## src/rtl/mode_router.sv

```systemverilog
// rtl/mode_router.sv - switch debounce, filtered mode select, press routing, LCD char mux; MODE_ROUTER_REPEAT_EN adds auto-repeat
module mode_router #(
  parameter int N_MODE     = 4,
  parameter int N_SW       = 4,
  parameter int DB_CYCLES  = 50000,
  parameter int SEL_STABLE = 1000,
  parameter int MODE_W     = $clog2(N_MODE)
) (
  input  logic                     clk,
  input  logic                     rst,
  input  logic [N_MODE-1:0]        mode_sel,
  input  logic [N_SW-1:0]          sw_raw,
  input  logic [8*N_MODE-1:0]      data_mode,
  output logic [N_SW*N_MODE-1:0]   sw_pulse,
  output logic [N_SW-1:0]          sw_level,
  output logic [MODE_W-1:0]        mode_idx,
  output logic [7:0]               data_char,
  output logic                     guard
);

  localparam int DB_W  = $clog2(DB_CYCLES + 1);
  localparam int SEL_W = $clog2(SEL_STABLE + 1);

  typedef enum logic {
    ST_ACTIVE = 1'b0,
    ST_GUARD  = 1'b1
  } guard_state_e;

  logic [N_SW-1:0]   sw_s1_q, sw_s1_d, sw_s2_q, sw_s2_d;
  logic [N_MODE-1:0] sel_s1_q, sel_s1_d, sel_s2_q, sel_s2_d;
  logic [DB_W-1:0]   db_cnt_q [N_SW];
  logic [DB_W-1:0]   db_cnt_d [N_SW];
  logic [N_SW-1:0]   sw_level_q, sw_level_d;
  logic [N_SW-1:0]   sw_press_q, sw_press_d;
  logic              sel_onehot;
  logic [MODE_W-1:0] dec_idx;
  logic [MODE_W-1:0] cand_q, cand_d;
  logic [MODE_W-1:0] mode_idx_q, mode_idx_d;
  logic [SEL_W-1:0]  sel_cnt_q, sel_cnt_d, sel_cnt_base, sel_cnt_inc;
  logic              mode_change;
  guard_state_e      state_q, state_d;
  logic [7:0]        data_char_q, data_char_d;

  // Two-flop synchronizers for the asynchronous board inputs
  always_comb begin
    sw_s1_d  = sw_raw;
    sw_s2_d  = sw_s1_q;
    sel_s1_d = mode_sel;
    sel_s2_d = sel_s1_q;
  end

  // Debounce: a level flips only after DB_CYCLES consecutive disagreeing samples
  always_comb begin
    sw_level_d = sw_level_q;
    for (int s = 0; s < N_SW; s++) begin
      db_cnt_d[s] = '0;
      if (sw_s2_q[s] != sw_level_q[s]) begin
        if (db_cnt_q[s] == DB_W'(DB_CYCLES - 1)) begin
          sw_level_d[s] = ~sw_level_q[s];
        end else begin
          db_cnt_d[s] = db_cnt_q[s] + DB_W'(1);
        end
      end
    end
  end

  // Decode one-hot selector (anything else means mode 0) and filter it into mode_idx
  always_comb begin
    sel_onehot = (sel_s2_q != '0) && ((sel_s2_q & (sel_s2_q - N_MODE'(1))) == '0);
    dec_idx    = '0;
    if (sel_onehot) begin
      for (int i = 0; i < N_MODE; i++) begin
        if (sel_s2_q[i]) dec_idx = MODE_W'(i);
      end
    end
    cand_d       = dec_idx;
    mode_idx_d   = mode_idx_q;
    sel_cnt_d    = '0;
    // A new decoded value counts as the first stable cycle of a fresh run
    sel_cnt_base = (dec_idx == cand_q) ? sel_cnt_q : '0;
    sel_cnt_inc  = sel_cnt_base + SEL_W'(1);
    if (dec_idx != mode_idx_q) begin
      if (sel_cnt_inc == SEL_W'(SEL_STABLE)) begin
        mode_idx_d = dec_idx;
      end else begin
        sel_cnt_d = sel_cnt_inc;
      end
    end
    mode_change = (mode_idx_d != mode_idx_q);
  end

  // Guard FSM: suppress presses from switches still held across a mode change
  always_comb begin
    state_d = state_q;
    case (state_q)
      ST_ACTIVE: if (mode_change && (|sw_level_d)) state_d = ST_GUARD;
      ST_GUARD:  if (!(|sw_level_d))               state_d = ST_ACTIVE;
      default:   state_d = ST_ACTIVE;
    endcase
  end

`ifdef MODE_ROUTER_REPEAT_EN
  localparam int REPEAT_DLY = DB_CYCLES * 16;
  localparam int REPEAT_PER = DB_CYCLES * 4;
  localparam int RPT_W      = $clog2(REPEAT_DLY);

  logic [RPT_W-1:0] rpt_cnt_q [N_SW];
  logic [RPT_W-1:0] rpt_cnt_d [N_SW];
  logic [N_SW-1:0]  rpt_arm_q, rpt_arm_d, rpt_fire;

  // Auto-repeat timer per held switch: long first delay, then short period
  always_comb begin
    for (int s = 0; s < N_SW; s++) begin
      rpt_cnt_d[s] = '0;
      rpt_arm_d[s] = 1'b0;
      rpt_fire[s]  = 1'b0;
      if (sw_level_q[s] && sw_level_d[s] && !mode_change) begin
        rpt_arm_d[s] = rpt_arm_q[s];
        if (rpt_cnt_q[s] == (rpt_arm_q[s] ? RPT_W'(REPEAT_PER - 1) : RPT_W'(REPEAT_DLY - 1))) begin
          rpt_fire[s]  = 1'b1;
          rpt_arm_d[s] = 1'b1;
        end else begin
          rpt_cnt_d[s] = rpt_cnt_q[s] + RPT_W'(1);
        end
      end
    end
  end

  // Repeat timer state
  always_ff @(posedge clk or negedge rst) begin
    if (!rst) begin
      rpt_arm_q <= '0;
      for (int s = 0; s < N_SW; s++) rpt_cnt_q[s] <= '0;
    end else begin
      rpt_arm_q <= rpt_arm_d;
      for (int s = 0; s < N_SW; s++) rpt_cnt_q[s] <= rpt_cnt_d[s];
    end
  end
`endif

  // Press events: debounced rising edges, plus repeats when built in
  always_comb begin
    sw_press_d = sw_level_d & ~sw_level_q;
`ifdef MODE_ROUTER_REPEAT_EN
    sw_press_d = sw_press_d | rpt_fire;
`endif
  end

  // Character mux for the current mode; out-of-range modes show blank
  always_comb begin
    data_char_d = '0;
    for (int m = 0; m < N_MODE; m++) begin
      if (mode_idx_q == MODE_W'(m)) data_char_d = data_mode[8*m +: 8];
    end
  end

  // All front-panel state registers
  always_ff @(posedge clk or negedge rst) begin
    if (!rst) begin
      sw_s1_q     <= '0;
      sw_s2_q     <= '0;
      sel_s1_q    <= '0;
      sel_s2_q    <= '0;
      sw_level_q  <= '0;
      sw_press_q  <= '0;
      cand_q      <= '0;
      mode_idx_q  <= '0;
      sel_cnt_q   <= '0;
      state_q     <= ST_ACTIVE;
      data_char_q <= '0;
      for (int s = 0; s < N_SW; s++) db_cnt_q[s] <= '0;
    end else begin
      sw_s1_q     <= sw_s1_d;
      sw_s2_q     <= sw_s2_d;
      sel_s1_q    <= sel_s1_d;
      sel_s2_q    <= sel_s2_d;
      sw_level_q  <= sw_level_d;
      sw_press_q  <= sw_press_d;
      cand_q      <= cand_d;
      mode_idx_q  <= mode_idx_d;
      sel_cnt_q   <= sel_cnt_d;
      state_q     <= state_d;
      data_char_q <= data_char_d;
      for (int s = 0; s < N_SW; s++) db_cnt_q[s] <= db_cnt_d[s];
    end
  end

  // Route each press event to the active mode only, silenced while guarded
  always_comb begin
    sw_pulse = '0;
    for (int m = 0; m < N_MODE; m++) begin
      for (int s = 0; s < N_SW; s++) begin
        sw_pulse[m*N_SW + s] = sw_press_q[s] && (mode_idx_q == MODE_W'(m)) && (state_q == ST_ACTIVE);
      end
    end
  end

  assign sw_level  = sw_level_q;
  assign mode_idx  = mode_idx_q;
  assign data_char = data_char_q;
  assign guard     = (state_q == ST_GUARD);

endmodule

```

## config.mk

```make
export PLATFORM = sky130hd
export DESIGN_NAME = mode_router
export DESIGN_NICKNAME = d
export VERILOG_FILES = /design/src/rtl/mode_router.sv
export SDC_FILE = /design/constraint.sdc
export NUM_CORES = 1
export LEC_CHECK = 0
export CORE_ASPECT_RATIO = 1.5
export CORE_MARGIN = 4
export CORE_UTILIZATION = 54
export CTS_BUF_LIST = sky130_fd_sc_hd__clkbuf_16
export DETAILED_ROUTE_END_ITERATION = 16
export PLACE_DENSITY = 0.87
export SYNTH_ARGS = -nofsm -noshare
export SYNTH_HDL_FRONTEND = slang
export SYNTH_SLANG_ARGS = --single-unit
```

## constraint.sdc

```tcl
create_clock -name clk -period 3.86 [get_ports clk]
set_clock_uncertainty 0.1 [all_clocks]
set_input_delay 0.772 -clock clk [delete_from_list [all_inputs] [get_ports clk]]
set_output_delay 0.772 -clock clk [all_outputs]
set_load 0.01 [all_outputs]
```

Met1 routing:
Bar = 20 um. Supply wires on this layer in grey.
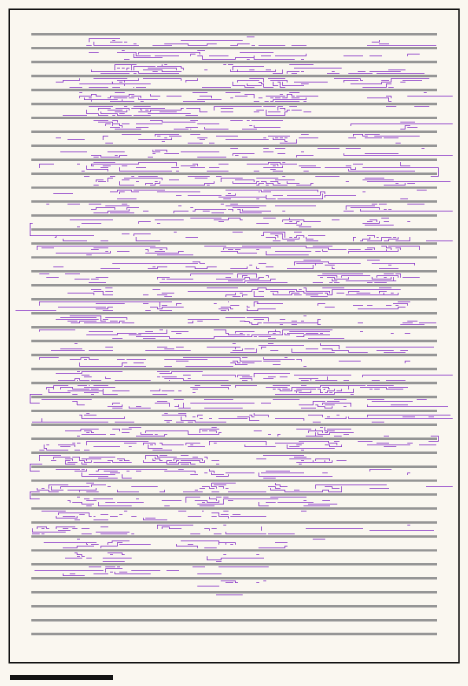
The longest straight run is 25.8 um. The layer holds 39% of the routed length. 510 nets have wire on it. The layer carries 4180 um of wire. The wires run mostly horizontal.
vias post-DR: 3656
routed wire length: 10640 um
met1 GRT Util: 23.24%

Metal 2:
Cells faint in the background.
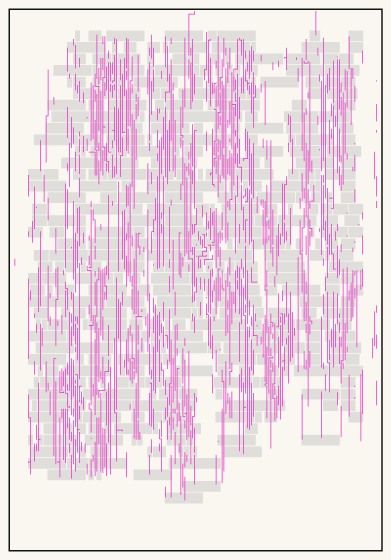
The layer carries 5530 um of wire. 514 nets have wire on it.
met2 GRT Util: 35.61%

==> run_results.csv <==
group,metric,value,unit
status,status,"completed",
floorplanning,fp.dieW,87.41,um
synthesis,area_leaders,"dfrtp_1 54%, xor2_1 7.0%, nor2_1 6.3%, xnor2_1 5.3%, mux4_2 3.5%",
synthesis,numSynthFlops,111,
cells_and_area,design_area,6200,um2
cells_and_area,n_antenna_cell,0,
sta,finalSetupViolCount,0,
pwr,power,2.217,mW
worst_setup_path,path_max_fanout,8,
synthesis,most_common_cell,"dfrtp_1",
clock_tree,clkLatencyLatePin,0.34,ns
synthesis,yosysWarnings,0,
worst_setup_path,r2r-end,"mode_idx[0]$_DFF_PN0_",
worst_setup_path,critPathLaunchType,"flop",
synthesis,top_area_cell,"dfrtp_1",
place,dp_hpwl,7327,um
run,maxCapViolCount,0,
synthesis,synth_async_sr_flop_share,100.0,%
pwr,powerDensity,357.7,nW/um2
pwr,leakage,2.658,nW
cells_and_area,flop_area,2778,um2
global_route,grt_overflow,0,
place,port_buffers,72,
worst_setup_path,cp_slowest_cell,"dfrtp_1",
detailed_routing,drtIter0Drc,188,
place,dp.cells,637,
global_route,antenna_found_initial,0,
floorplanning,dieArea,11110,um2
worst_setup_path,path_depth,12,
synthesis,fp_nets,510,
synthesis,top_area_share,54.39,%
detailed_routing,viasPerCell,5.607,
hold_path,holdPathStages,0,
floorplanning,fp.dieH,127.1,um
worst_setup_path,worstPathArrival,3.57,ns
synthesis,ys_seq_share,54.39,%
sta,timing.final.ws_setup,0.4179,ns
clock_tree,cts_setup_buffers,0,
Met3 routing:
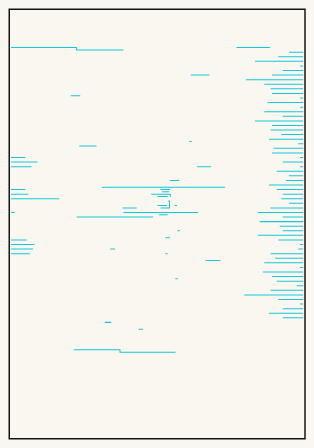
86 nets have wire on it. The wires run mostly horizontal. The longest straight run is 36.3 um.

Metal 4:
Bar = 20 um. Supply wires on this layer in grey.
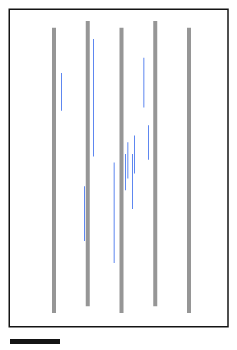
The longest straight run is 46.9 um. The layer holds 2.1% of the routed length. 8 nets have wire on it. The wires run mostly vertical.

[power by group]
group | total (mW) | internal [mW] | switching [mW]
clock network | 0.873 | 0.492 | 0.381
logic | 0.137 | 0.0705 | 0.0661
registers | 1.21 | 1.19 | 0.0194
total | 2.22 | 1.75 | 0.466
[state kept, by name, summed over array words and instances (netlist names)]
| signal | flops |
|---|---|
| db_cnt_q | 64 |
| sel_cnt_q | 10 |
| data_char | 8 |
| sel_s1_q | 4 |
| sel_s2_q | 4 |
| sw_level | 4 |
| sw_press_q | 4 |
| sw_s1_q | 4 |
| sw_s2_q | 4 |
| cand_q | 2 |
| mode_idx | 2 |
| guard | 1 |
[cell type report]
class                   count  share of cell area (%)
clock buffers               9                   3.633
clock inverters             6                  0.8880
inverters                   3                  0.1816
multi-input cells         337                   36.41
flip-flops and latches    111                   44.80
well taps                 112                   2.260
repair buffers             74                   11.83
[kinds of logic after synthesis]
logic type / after synthesis / share of synthesized area [%]
XOR/XNOR: 72 / 12.35
AND-OR/OR-AND: 13 / 2.278
adder cells (fa/ha/maj): 5 / 1.225
buffers and inverters: 15 / 1.421
AND/OR/NAND/NOR: 232 / 23.13
flip-flops: 111 / 54.39
multiplexers: 15 / 5.218
[routing by layer]
layer  up-vias  part of all wire (%)  global-route usage (%)
met2       110                    52                   35.61
met5         -                     0                       0
met1      1799                    39                   23.24
li1       1727                     -                       -
met3        20                   6.6                   4.581
met4         0                   2.1                   8.040
[cell usage in the layout, fill, tap and decap left out, types with 5 or more instances in the layout]
master,n
clkbuf_16,9
nor3b_1,7
and2_1,5
dfrtp_1,111
nand2_1,32
xor2_1,41
nand3_1,19
xnor2_1,31
mux2_2,5
nor3_1,17
mux4_2,8
ha_1,5
nor4b_1,5
clkdlybuf4s50_1,71
nor2_1,86
nand4_1,15
inv_1,5
and3_1,21
Power and IR drop assume default switching activity.
